$ cat config.mk
export PLATFORM = sky130hd
export DESIGN_NAME = spike_event_queue
export DESIGN_NICKNAME = d
export VERILOG_FILES = /design/src/rtl/spike_event_queue.sv
export SDC_FILE = /design/constraint.sdc
export NUM_CORES = 1
export LEC_CHECK = 0
export CORE_ASPECT_RATIO = 1.5
export CORE_MARGIN = 5
export CORE_UTILIZATION = 36
export DETAILED_ROUTE_END_ITERATION = 7
export GPL_ROUTABILITY_DRIVEN = 0
export SETUP_SLACK_MARGIN = 0.4
export SLEW_MARGIN = 0
export SYNTH_ARGS = -nofsm -noshare
export SYNTH_HDL_FRONTEND = slang
export SYNTH_SLANG_ARGS = --single-unit
export TNS_END_PERCENT = 50
$ cat constraint.sdc
create_clock -name clk -period 3.5 [get_ports clk]
set_input_delay 0.525 -clock clk [delete_from_list [all_inputs] [get_ports clk]]
set_output_delay 0.525 -clock clk [all_outputs]
set_load 0.03 [all_outputs]
$ cat src/rtl/spike_event_queue.sv
// spike_event_queue: circular FIFO that timestamps incoming spike events with a
// local time counter and presents the oldest one to an event-driven processor.
// Entries are popped only on the consumer's acknowledge; drops, spurious acks
// and peak occupancy are tracked as statistics.
//
// Ports:
//   clk, rst          - clock, synchronous active-high reset
//   in_addr/in_valid  - spike enqueue request; in_ready = queue not full
//   time_tick         - advance current_time by one (wraps silently)
//   flush             - discard all queued events, statistics retained
//   event_addr/time   - head entry (forced to 0 while empty)
//   event_valid       - head entry present
//   event_processed   - consumer acknowledge, pops the head
//   occupancy         - current entry count
//   high_water        - peak occupancy since reset
//   dropped_events    - saturating count of pushes rejected while full
//   spurious_acks     - saturating count of acks received while empty
//   current_time      - timestamp counter
module spike_event_queue #(
  parameter int unsigned DEPTH  = 16,
  parameter int unsigned ADDR_W = 8,
  parameter int unsigned TIME_W = 8
) (
  input  logic                       clk,
  input  logic                       rst,
  input  logic [ADDR_W-1:0]          in_addr,
  input  logic                       in_valid,
  output logic                       in_ready,
  input  logic                       time_tick,
  input  logic                       flush,
  output logic [ADDR_W-1:0]          event_addr,
  output logic [TIME_W-1:0]          event_time,
  output logic                       event_valid,
  input  logic                       event_processed,
  output logic [$clog2(DEPTH):0]     occupancy,
  output logic [$clog2(DEPTH):0]     high_water,
  output logic [15:0]                dropped_events,
  output logic [15:0]                spurious_acks,
  output logic [TIME_W-1:0]          current_time
);

  localparam int unsigned PTR_W = $clog2(DEPTH);
  localparam int unsigned CNT_W = PTR_W + 1;

  logic [ADDR_W-1:0] r_mem_addr [DEPTH];
  logic [TIME_W-1:0] r_mem_time [DEPTH];

  logic [PTR_W-1:0]  r_rd_ptr;
  logic [PTR_W-1:0]  r_wr_ptr;
  logic [CNT_W-1:0]  r_occ;
  logic [CNT_W-1:0]  r_high_water;
  logic [15:0]       r_dropped;
  logic [15:0]       r_spurious;
  logic [TIME_W-1:0] r_time;

  logic              w_full;
  logic              w_empty;
  logic              w_push;
  logic              w_pop;
  logic              w_drop;
  logic              w_spurious;
  logic [CNT_W-1:0]  w_occ_next;

  // Status decode from registered count only; no pop look-ahead on in_ready.
  always_comb begin
    w_full     = (r_occ == CNT_W'(DEPTH));
    w_empty    = (r_occ == '0);
    w_push     = in_valid && !w_full;
    w_pop      = event_processed && !w_empty;
    w_drop     = in_valid && w_full;
    w_spurious = event_processed && w_empty;
    w_occ_next = r_occ + CNT_W'(w_push) - CNT_W'(w_pop);
  end

  // Entry storage; contents are don't-care after reset or flush.
  always_ff @(posedge clk) begin
    if (!rst && !flush && w_push) begin
      r_mem_addr[r_wr_ptr] <= in_addr;
      r_mem_time[r_wr_ptr] <= r_time;
    end
  end

  // Pointers, occupancy, statistics and time counter.
  always_ff @(posedge clk) begin
    if (rst) begin
      r_rd_ptr     <= '0;
      r_wr_ptr     <= '0;
      r_occ        <= '0;
      r_high_water <= '0;
      r_dropped    <= '0;
      r_spurious   <= '0;
      r_time       <= '0;
    end else begin
      if (time_tick) begin
        r_time <= r_time + TIME_W'(1);
      end
      if (flush) begin
        // Flush-cycle push and ack are neither counted as drops nor spurious.
        r_rd_ptr <= '0;
        r_wr_ptr <= '0;
        r_occ    <= '0;
      end else begin
        if (w_push) begin
          r_wr_ptr <= r_wr_ptr + PTR_W'(1);
        end
        if (w_pop) begin
          r_rd_ptr <= r_rd_ptr + PTR_W'(1);
        end
        r_occ <= w_occ_next;
        if (w_occ_next > r_high_water) begin
          r_high_water <= w_occ_next;
        end
        if (w_drop && (r_dropped != 16'hFFFF)) begin
          r_dropped <= r_dropped + 16'd1;
        end
        if (w_spurious && (r_spurious != 16'hFFFF)) begin
          r_spurious <= r_spurious + 16'd1;
        end
      end
    end
  end

  // Head outputs read straight from registered state, zeroed while empty.
  assign in_ready       = !w_full;
  assign event_valid    = !w_empty;
  assign event_addr     = w_empty ? '0 : r_mem_addr[r_rd_ptr];
  assign event_time     = w_empty ? '0 : r_mem_time[r_rd_ptr];
  assign occupancy      = r_occ;
  assign high_water     = r_high_water;
  assign dropped_events = r_dropped;
  assign spurious_acks  = r_spurious;
  assign current_time   = r_time;

endmodule

==> GITHUB_STEP_SUMMARY, run 1 <==
### Yosys + OpenROAD results

| Metric | Value |
|---|---|
| Inserted Clock Buffers | 34 |
| Hold Path Cell Cnt | 2 |
| Status | completed |
| Num rows | 84 |
| Int Pwr | 0.00729 W |
| Setup ws final | 128 ps |
| Layout clock buffer count | 49 |
| Fraction of area in multi-input gates | 23.9% |
| P_sw | 0.00264 W |
| Clock Tree Buf Depth | 3 |
| Max power group | sequential cells |
| Post-Synth XOR/XNOR Area | 2.88% |
| WS Path Type | flip-flop to flip-flop |
| CP startpoint | occupancy[3] |
| CP endpoint kind | flip-flop |
| FF-to-FF End | high_water[1] |
| R2R depth | 18 |
| N_diodes | 0 |
| Pleak | 5.11 nW |
| Ys cells | 757 |
| Most frequent CP cell | ha_4 |
| Pre-Place Util | 36.4% |
| Clk cell area share | 6.86% |
| Non-clock buffers | 139 |
| Drt pass-1 iters | 4 |
| Tool warning count | 33 |
| Fin crit period | 3370 ps |
| Hold Path Class | flip-flop to flip-flop |
| PwrDens | 629 nW/um2 |
| Crit path DAT | 3760 ps |
| Tcrit/Tclk final | 96.3% |
| Sw Ratio | 26.6% |
| Stages on the worst setup path | 18 |
| Synthesis Warnings | 0 |
| Iter 0 DRT Violations | 438 |
| Comb_multi_in | 388 |
| Fin cells | 1393 |
| Critical Path Source Type | flip-flop |
| YS chip area | 12800 um2 |
| Filler cells | 3153 |
| # DRC | 0 |
| Hold path startpoint | r_wr_ptr[1] |
Figure 1. Floorplan with the power grid (run 1).
(1.5 px per um) Pins as bars on the die edge.
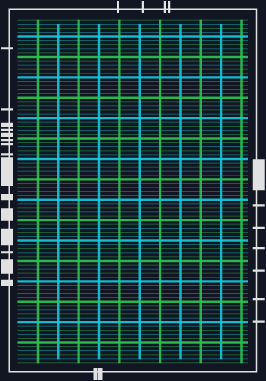
| colour | net |
|---|---|
| cyan | VDD |
| green | VSS |
rows: 84
met5 straps: 16
signal pins: 82
met1 rails: 85
Core ar.: 35100 um2
Horiz. Die Dim: 164 um

Figure 2. Cells coloured by class (run 1).
(1 px per um) Fill, decap, tap and diode cells in grey.
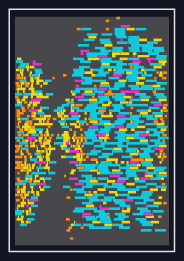
| colour | class | cells | share of their area |
|---|---|---|---|
| yellow | remaining logic cells | 405 | 25% |
| magenta | clock drivers and dummy loads | 58 | 7.1% |
| orange | remaining buffers and delay cells | 139 | 8.7% |
| cyan | sequential cells | 318 | 59% |
post-layout utilization of the core: 45.0%
flop share of the area: 56.7%
Design Area, Final: 15800 um2

Figure 3. Clock network drawn from the DEF (run 1).
(2 px per um)
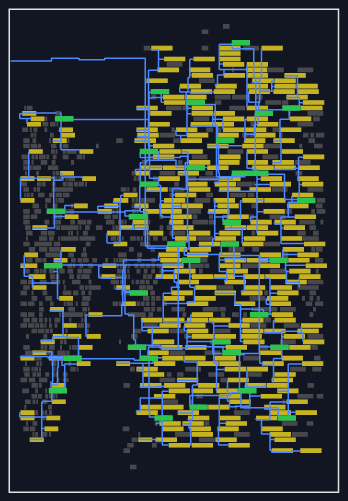
[yellow] flip-flops | count: 318
[blue] clock wires | length: 3870 um
[green] clock-net drivers | count: 34
routed clock nets: 35
Clock Power Share: 35.4%
Clk power: 0.00351 W
Worst-Skew Late Latency: 510 ps
clk_skew: 15.9 ps

==> run 2: changes to the inputs <==
- ABC_AREA: default -> 1
Figure 4. Clock network drawn from the DEF (run 2).
(2 px per um)
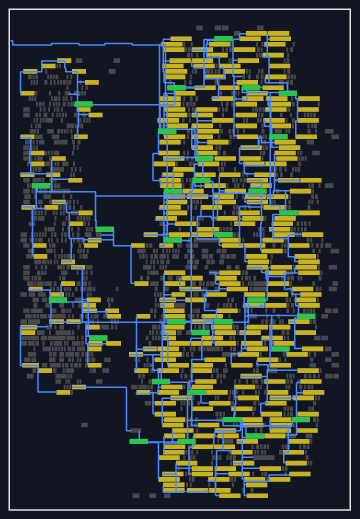
[yellow] flip-flops | count: 318
[blue] clock wires | length: 3800 um
[green] clock-net drivers | count: 31
routed clock nets: 32
clk_skew: 14.4 ps
Worst-Skew Late Latency: 560 ps

Figure 5. Routed metal, one colour a layer (run 2).
(1.5 px per um) Only two layers are drawn.
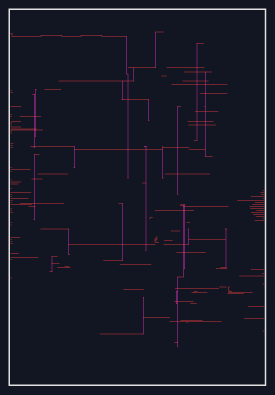
| colour | layer | wire length |
|---|---|---|
| magenta | M4 | 819 um |
| red | M3 | 1430 um |
post-DR wirelength/cell: 17.1 um
GRT Util Overall: 15.9%

==> GITHUB_STEP_SUMMARY, run 2 <==
### Yosys + OpenROAD results

| Metric | Value |
|---|---|
| Design Area, Final | 16600 um2 (+5.1%) |
| Hold Path Class | flip-flop to flip-flop |
| CP endpoint kind | primary output |
| Status | completed |
| Fin crit period | 3280 ps (-90.2 ps) |
| R2R depth | 20 (+2) |
| Stages on the worst setup path | 9 (-9) |
| Crit path DAT | 2760 ps (-1000 ps) |
| Most frequent CP cell | nand2_1 |
| Pre-Place Util | 36.5% (+0.10 points) |
| Tcrit/Tclk final | 93.8% (-2.6 points) |
| N_diodes | 0 (unchanged) |
| Clock Power Share | 32.3% (-3.1 points) |
| Max power group | sequential cells |
| Iter 0 DRT Violations | 562 (+28%) |
| Synthesis Warnings | 0 (unchanged) |
| Int Pwr | 0.00701 W (-3.8%) |
| Ys cells | 1377 (+82%) |
| Comb_multi_in | 923 (+140%) |
| Clk power | 0.00332 W (-5%) |
| Fraction of area in multi-input gates | 26.7% (+2.8 points) |
| Critical Path Source Type | flip-flop |
| Layout clock buffer count | 41 (-16%) |
| Hold path startpoint | r_rd_ptr[2] |
Power and IR drop assume default switching activity.
